### src/rtl/instruction_fetch_unit_pkg.sv
// Shared definitions for the instruction fetch unit: FSM encodings,
// instruction field positions, the NOP word and the default PC increment.
package instruction_fetch_unit_pkg;

    typedef enum logic [1:0] {
        ST_IDLE  = 2'd0,
        ST_REQ   = 2'd1,
        ST_DONE  = 2'd2,
        ST_FAULT = 2'd3
    } if_state_t;

    localparam int REGD_MSB = 15;
    localparam int REGD_LSB = 13;
    localparam int REGA_MSB = 12;
    localparam int REGA_LSB = 10;
    localparam int REGB_MSB = 9;
    localparam int REGB_LSB = 7;
    localparam int CTRL_MSB = 6;
    localparam int CTRL_LSB = 0;

    localparam logic [15:0] NOP_INSTR       = 16'h0000;
    localparam logic [15:0] DEFAULT_PC_STEP = 16'd2;

endpackage

### src/rtl/instruction_fetch_unit_program_counter.sv
// Program counter register: async active-low reset to RESET_PC, a load port
// and an increment-by-PC_STEP port (load wins if both are asserted).
module program_counter
    import instruction_fetch_unit_pkg::*;
#(
    parameter logic [15:0] PC_STEP  = DEFAULT_PC_STEP,
    parameter logic [15:0] RESET_PC = 16'h0000
) (
    input  logic        clk,
    input  logic        rst_n,
    input  logic        load,
    input  logic [15:0] load_value,
    input  logic        inc,
    output logic [15:0] pc
);

    always_ff @(posedge clk or negedge rst_n) begin
        if (!rst_n) begin
            pc <= RESET_PC;
        end else if (load) begin
            pc <= load_value;
        end else if (inc) begin
            pc <= pc + PC_STEP;
        end
    end

endmodule

### src/rtl/instruction_fetch_unit.sv
// Instruction fetch unit: PC, memory read handshake and IR write strobe.
// Optional fetch timeout with FAULT state is enabled by defining IF_TIMEOUT_EN.
module instruction_fetch_unit
    import instruction_fetch_unit_pkg::*;
#(
    parameter logic [15:0] PC_STEP        = DEFAULT_PC_STEP,
    parameter logic [15:0] RESET_PC       = 16'h0000,
    parameter int          TIMEOUT_CYCLES = 15
) (
    input  logic        CLK,
    input  logic        RST_n,
    input  logic        input_IF_start,
    input  logic        input_IF_pc_load,
    input  logic [15:0] input_IF_pc_value,
    output logic [15:0] Output_IF_mem_addr,
    output logic        Output_IF_mem_req,
    input  logic        input_IF_mem_ready,
    input  logic [15:0] input_IF_mem_data,
    output logic [15:0] Output_IF_Instru,
    output logic        Output_IF_IR_write,
    output logic [15:0] Output_IF_PC,
    output logic        Output_IF_busy,
    output logic        Output_IF_fault
);

    if_state_t   state, state_nxt;
    logic        pc_ld, pc_inc, capture;
    logic [15:0] pc;
    logic [15:0] instr_q;

`ifdef IF_TIMEOUT_EN
    localparam int CNT_W = $clog2(TIMEOUT_CYCLES + 1);
    localparam logic [CNT_W-1:0] CNT_LAST = CNT_W'(TIMEOUT_CYCLES - 1);
    logic [CNT_W-1:0] wait_cnt;
`endif

    program_counter #(
        .PC_STEP  (PC_STEP),
        .RESET_PC (RESET_PC)
    ) u_pc (
        .clk        (CLK),
        .rst_n      (RST_n),
        .load       (pc_ld),
        .load_value (input_IF_pc_value),
        .inc        (pc_inc),
        .pc         (pc)
    );

    always_ff @(posedge CLK or negedge RST_n) begin
        if (!RST_n) begin
            state <= ST_IDLE;
        end else begin
            state <= state_nxt;
        end
    end

    always_comb begin
        state_nxt = state;
        pc_ld     = 1'b0;
        pc_inc    = 1'b0;
        capture   = 1'b0;
        case (state)
            ST_IDLE: begin
                // A same-cycle load lands at the REQ entry edge, so the fetch sees the new PC.
                pc_ld = input_IF_pc_load;
                if (input_IF_start) begin
                    state_nxt = ST_REQ;
                end
            end
            ST_REQ: begin
                if (input_IF_mem_ready) begin
                    capture   = 1'b1;
                    state_nxt = ST_DONE;
                end
`ifdef IF_TIMEOUT_EN
                else if (wait_cnt == CNT_LAST) begin
                    state_nxt = ST_FAULT;
                end
`endif
            end
            ST_DONE: begin
                pc_inc    = 1'b1;
                state_nxt = ST_IDLE;
            end
`ifdef IF_TIMEOUT_EN
            ST_FAULT: begin
                if (input_IF_pc_load) begin
                    pc_ld     = 1'b1;
                    state_nxt = ST_IDLE;
                end
            end
`endif
            default: state_nxt = ST_IDLE;
        endcase
    end

    always_comb begin
        Output_IF_mem_req  = 1'b0;
        Output_IF_IR_write = 1'b0;
        Output_IF_busy     = 1'b0;
        Output_IF_fault    = 1'b0;
        case (state)
            ST_REQ: begin
                Output_IF_mem_req = 1'b1;
                Output_IF_busy    = 1'b1;
            end
            ST_DONE: begin
                Output_IF_IR_write = 1'b1;
                Output_IF_busy     = 1'b1;
            end
`ifdef IF_TIMEOUT_EN
            ST_FAULT: Output_IF_fault = 1'b1;
`endif
            default: ;
        endcase
    end

    always_ff @(posedge CLK or negedge RST_n) begin
        if (!RST_n) begin
            instr_q <= NOP_INSTR;
        end else if (capture) begin
            instr_q <= input_IF_mem_data;
        end
    end

`ifdef IF_TIMEOUT_EN
    // Counts wait cycles of the current request; held at zero outside REQ.
    always_ff @(posedge CLK or negedge RST_n) begin
        if (!RST_n) begin
            wait_cnt <= '0;
        end else if (state != ST_REQ) begin
            wait_cnt <= '0;
        end else if (!input_IF_mem_ready) begin
            wait_cnt <= wait_cnt + 1'b1;
        end
    end
`endif

    assign Output_IF_mem_addr = pc;
    assign Output_IF_PC       = pc;
    assign Output_IF_Instru   = instr_q;

endmodule
### config.mk
export PLATFORM = sky130hd
export DESIGN_NAME = instruction_fetch_unit
export DESIGN_NICKNAME = d
export VERILOG_FILES = /design/src/rtl/instruction_fetch_unit_pkg.sv /design/src/rtl/instruction_fetch_unit_program_counter.sv /design/src/rtl/instruction_fetch_unit.sv
export SDC_FILE = /design/constraint.sdc
export NUM_CORES = 1
export LEC_CHECK = 0
export CAP_MARGIN = 10
export CORE_UTILIZATION = 44
export DETAILED_ROUTE_END_ITERATION = 6
export PLACE_DENSITY_LB_ADDON = 0.3
export SYNTH_ARGS = -nofsm -noshare
export SYNTH_HDL_FRONTEND = slang
export SYNTH_SLANG_ARGS = --single-unit
### constraint.sdc
create_clock -name CLK -period 3.7 [get_ports CLK]
set_clock_uncertainty 0.05 [all_clocks]
set_input_delay 0.555 -clock CLK [delete_from_list [all_inputs] [get_ports CLK]]
set_output_delay 0.555 -clock CLK [all_outputs]
set_load 0.02 [all_outputs]
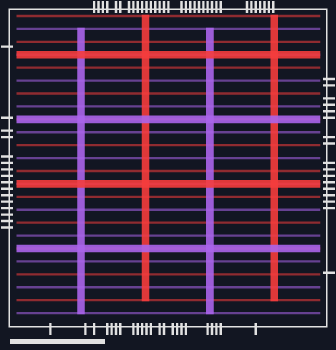
*Floorplan with the power grid, run 1*
The bar under the picture is 20 µm long. Pins as bars on the die edge.
color	net
red	VDD
purple	VSS
met4 straps	4
met5 straps	4
signal pins	89
x dimension of the die: 66.55 µm
height of the chip: 66.55 µm

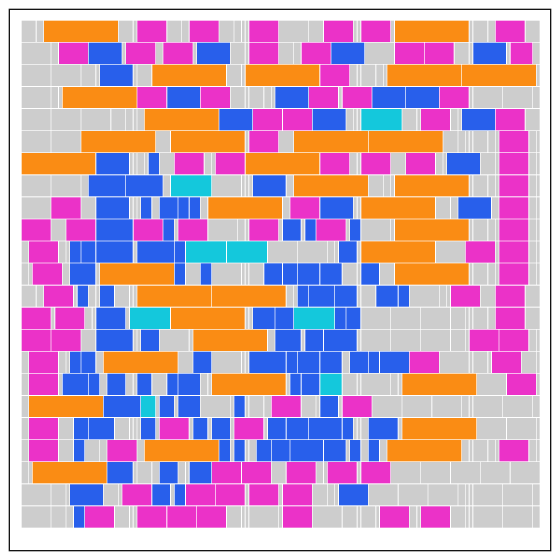
*Placement by cell class, run 1*
Fill, decap, tap and diode cells in gray.
color	class	cells	share of their area
orange	registers	34	32%
cyan	clock drivers and dummy loads	8	3.6%
magenta	remaining buffers and delay cells	88	33%
blue	remaining logic cells	111	31%

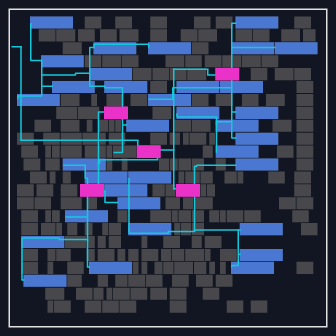
*Clock wires, drivers and flops, run 1*
[blue] flip-flops | count: 34
[magenta] clock-net drivers | count: 5
[cyan] clock wires | length: 417 µm
routed clock nets	6

==> impl_metrics.ini, run 1 <==
; implementation run metrics
[pwr]
vdd_ir_drop_max_uv = 538.5
total_leakage_power_nw = 1.085
finalPower_w = 0.002494
power_per_cell_area_mw_per_mm2 = 924.7

[synthesis]
fp_nets = 212
count_of_yosys_warnings_during_synthesis = 0
common_cells = 34 x dfrtp_1, 19 x mux2_2, 17 x buf_4
yosys.area_share.simple = 0.1297
syn-cell-area_mm2 = 0.001833
yosys-top-cells-area = dfrtp_1 46%, mux2_2 12%, buf_4 7.0%
enable_flop_cells = 0
synth-area-yosys_mm2 = 0.001833
synth_area_leader_cell = dfrtp_1
synth_top_area_share = 0.4642
synth.lib_cells_used.distinct = 33
xor_xnor_area_frac = 0.01911
top_logic_kind = simple AND/OR/NAND/NOR gates

[drt]
routedWlPerCell_um = 14.51
detailroute.wirelength.met3_um = 213
detailedRoute.firstIterationViolations = 63
drtPass1Iterations = 4
route.final.wire_length_um = 4222
detailroute.via_count = 1506
post_drt_via_cell_ratio = 5.175

[grt]
groute.layer.met1.usage = 0.2459
vias_in_the_first_global_route = 1335
grt_first_pass_wirelength_um = 6375
use_met3 = 0.04281
grtUsageMet2 = 0.3258

[placed_design]
dp.final_hpwl_um = 3161
placedInstanceArea_mm2 = 0.002603
buffer_ports.inserted = 87
total_instance_count_after_detailed_placement = 283

[clocking]
ctsLongestPathBuffers = 2
cts.reportedPaths.clkPinSlew_ns = 0.07
tritoncts_clock_tree = done
post-cts-setup-buffer-count = 0
ctsResizeCount = 0
clock.latency.late_pin_ns = 0.28

[setup_path]
critical_path_class = flip-flop to output port
timing.critical_path.max_delay_family = buffers and inverters
regToRegSetupSlack_ns = 1.56
worstPathCellList = inv_1 > ha_1 > clkdlybuf4s50_1
reg2reg_from = state[0]$_DFFE_PN0P_
cp_num_cells = 3
critPathMaxStageDelay_ns = 0.67
path_max_fanout = 8

[finish]
seq_share = 0.3154
regArea_um2 = 850.8
comb_area_frac = 0.2922
clockNetworkAreaShare = 0.03525
antenna_cells_inserted = 0

[run_status]
outcome = complete, no violations

[job]
cap_violations = 0
log_warnings = 30

[final_timing]
timing.final.setup_violations = 0
postLayoutSetupSlackWorst_ns = 1.235
finalClockPeriodUsage = 0.6662

[die]
initCoreUtil = 0.4582
taps = 50

[worst_hold_path]
hold_path.startpoint = Output_IF_Instru[1]$_DFFE_PN0P_
worstHoldEndpoint = Output_IF_Instru[1]$_DFFE_PN0P_
worstHoldPathCells = 1
### Clock wiring as the flow saved it, run 1

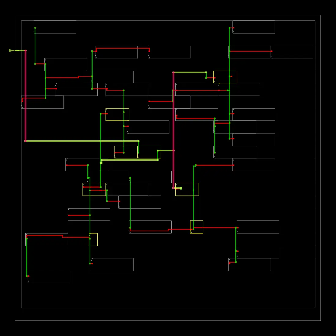

--- run 2 (diff from run 1) ---
- CORE_UTILIZATION: 44 -> 41
- clock period: 3.7 -> 2.35 ns (I/O delays scaled with it)
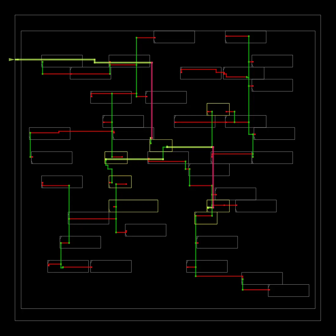
*Clock wiring as the flow saved it, run 2*
FF+latch count: 34
clk sink count: 34
clock latency on the worst-skew pair: 0.28 ns
Clock Buffer Count: 6

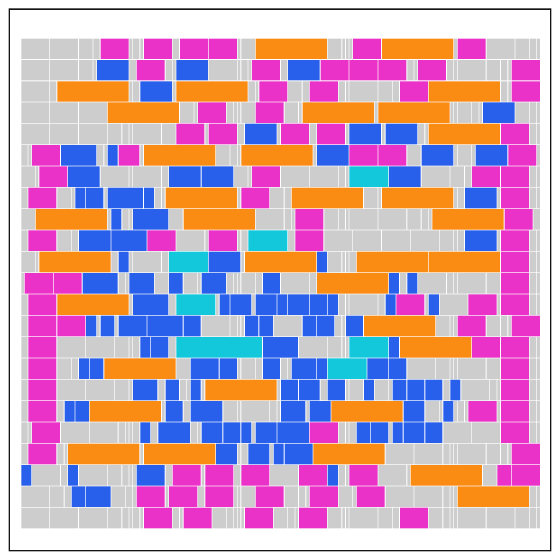
*Placement by cell class, run 2*
Fill, decap, tap and diode cells in gray.
share of the core filled with cells in the final layout: 0.6540
Post-Layout Inst Area: 0.002710 mm²
sequential cell area share: 0.3139

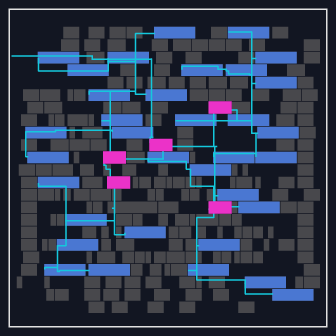
*Clock wires, drivers and flops, run 2*
[blue] flip-flops | count: 34
[cyan] clock wires | length: 429 µm
[magenta] clock-net drivers | count: 5
flops lie	spread over the die
routed clock nets	6

==> impl_metrics.ini, run 2 <==
; implementation run metrics
[run_status]
outcome = complete, no violations

[final_timing]
tightestPinTransition_ns = 0.7735
finalHoldWorstSlack_ns = 0.08939
finalClockPeriodUsage = 0.9468
maxSlewHeadroom = 0.4843
timing.final.setup_violations = 0
min_clock_period_post_route_ns = 2.225
postLayoutSetupSlackWorst_ns = 0.1251

[synthesis]
count_of_yosys_warnings_during_synthesis = 0
yosys.area_share.simple = 0.1297
synth.avg_cell_area_um2 = 10.85
synth_top_area_share = 0.4642
xor_xnor_area_frac = 0.01911
fp_nets = 212
common_cells = 34 x dfrtp_1, 19 x mux2_2, 17 x buf_4
yosys-top-cells-area = dfrtp_1 46%, mux2_2 12%, buf_4 7.0%
enable_flop_cells = 0
top_logic_kind = simple AND/OR/NAND/NOR gates
synth_area_leader_cell = dfrtp_1
synth-area-yosys_mm2 = 0.001833
syn-cell-area_mm2 = 0.001833
synth.lib_cells_used.distinct = 33
yosys.cell_count.top_type = dfrtp_1

[grt]
number_of_antenna_violations_at_the_first_check_in_global_routing = 0
vias_in_the_first_global_route = 1272
grt_start_max_net_pins = 35
use_met3 = 0.04605
grt_first_pass_wirelength_um = 6072
groute.layer.met1.usage = 0.2341
globalRoute.busiestLayer = met2
grtUsageMet2 = 0.2779

[setup_path]
regToRegSetupSlack_ns = 0.26
critical_path_class = flip-flop to output port
crit_arrival_ns = 1.82
reg2reg_from = state[0]$_DFFE_PN0P_
worstPathCellList = inv_1 > ha_1 > clkdlybuf4s50_1
path_max_fanout = 8
worst_setup_path_end_kind = output port
critPathCapture = Output_IF_IR_write
timing.critical_path.max_delay_family = buffers and inverters
worst_setup_path_start_kind = flip-flop
cp_num_cells = 3
critPathSlowestCell = clkdlybuf4s50_1
critPathMaxStageDelay_ns = 0.68

[pwr]
internal-power_w = 0.002384
power_clock_w = 0.000541
total_leakage_power_nw = 1.095
p_sw_frac = 0.4070
finalPower_w = 0.004020
share_clk_of_total_power = 0.135
powerSeq_w = 0.00118
power_per_cell_area_mw_per_mm2 = 1483
comb_power_share = 0.571
vdd_ir_drop_max_uv = 860.9

[placed_design]
total_instance_count_after_detailed_placement = 283
place.gp.congestion = 0.8250
placedInstanceArea_mm2 = 0.002597
buffer_ports.inserted = 87
dp.final_hpwl_um = 3051

[die]
placeableCoreArea_mm2 = 0.004144
die-height_um = 68.87
taps = 50
num_io_pins = 89
fp.dieW_um = 68.87
chipArea_mm2 = 0.004742
row_count = 23
initCoreUtil = 0.4423

[clocking]
post-cts-setup-buffer-count = 0
tritoncts_clock_tree = done
cts.reportedPaths.clkPinSlew_ns = 0.07
total_number_of_h_tree_levels = 2
ctsResizeCount = 0
ctsLongestPathBuffers = 2

[finish]
logic_gates = 105
comb_area_frac = 0.2909
nFillCells = 366
final-nonclk-buf-share = 0.3223
drive_above_1_share = 0.1292
most-common-layout-cells = 86 x clkdlybuf4s50_1, 34 x dfrtp_1, 19 x mux2_2
fin_cells = 290
regArea_um2 = 850.8
area.growth.synth_to_final_pct = 47.85
clockNetworkAreaShare = 0.04155
buffers_excl_clock = 88
final_common_cell = clkdlybuf4s50_1
antenna_cells_inserted = 0

[drt]
detailroute.wirelength.met3_um = 285
detailedRoute.firstIterationViolations = 94
post_drt_via_cell_ratio = 5.166
routedWlPerCell_um = 14.26
remaining_drc_errors = 0
route.final.wire_length_um = 4135
detailroute.via_count = 1498
drtPass1Iterations = 4

[worst_hold_path]
hold_path.class = input pin to asynchronous set/reset pin

[job]
cap_violations = 0
log_warnings = 30
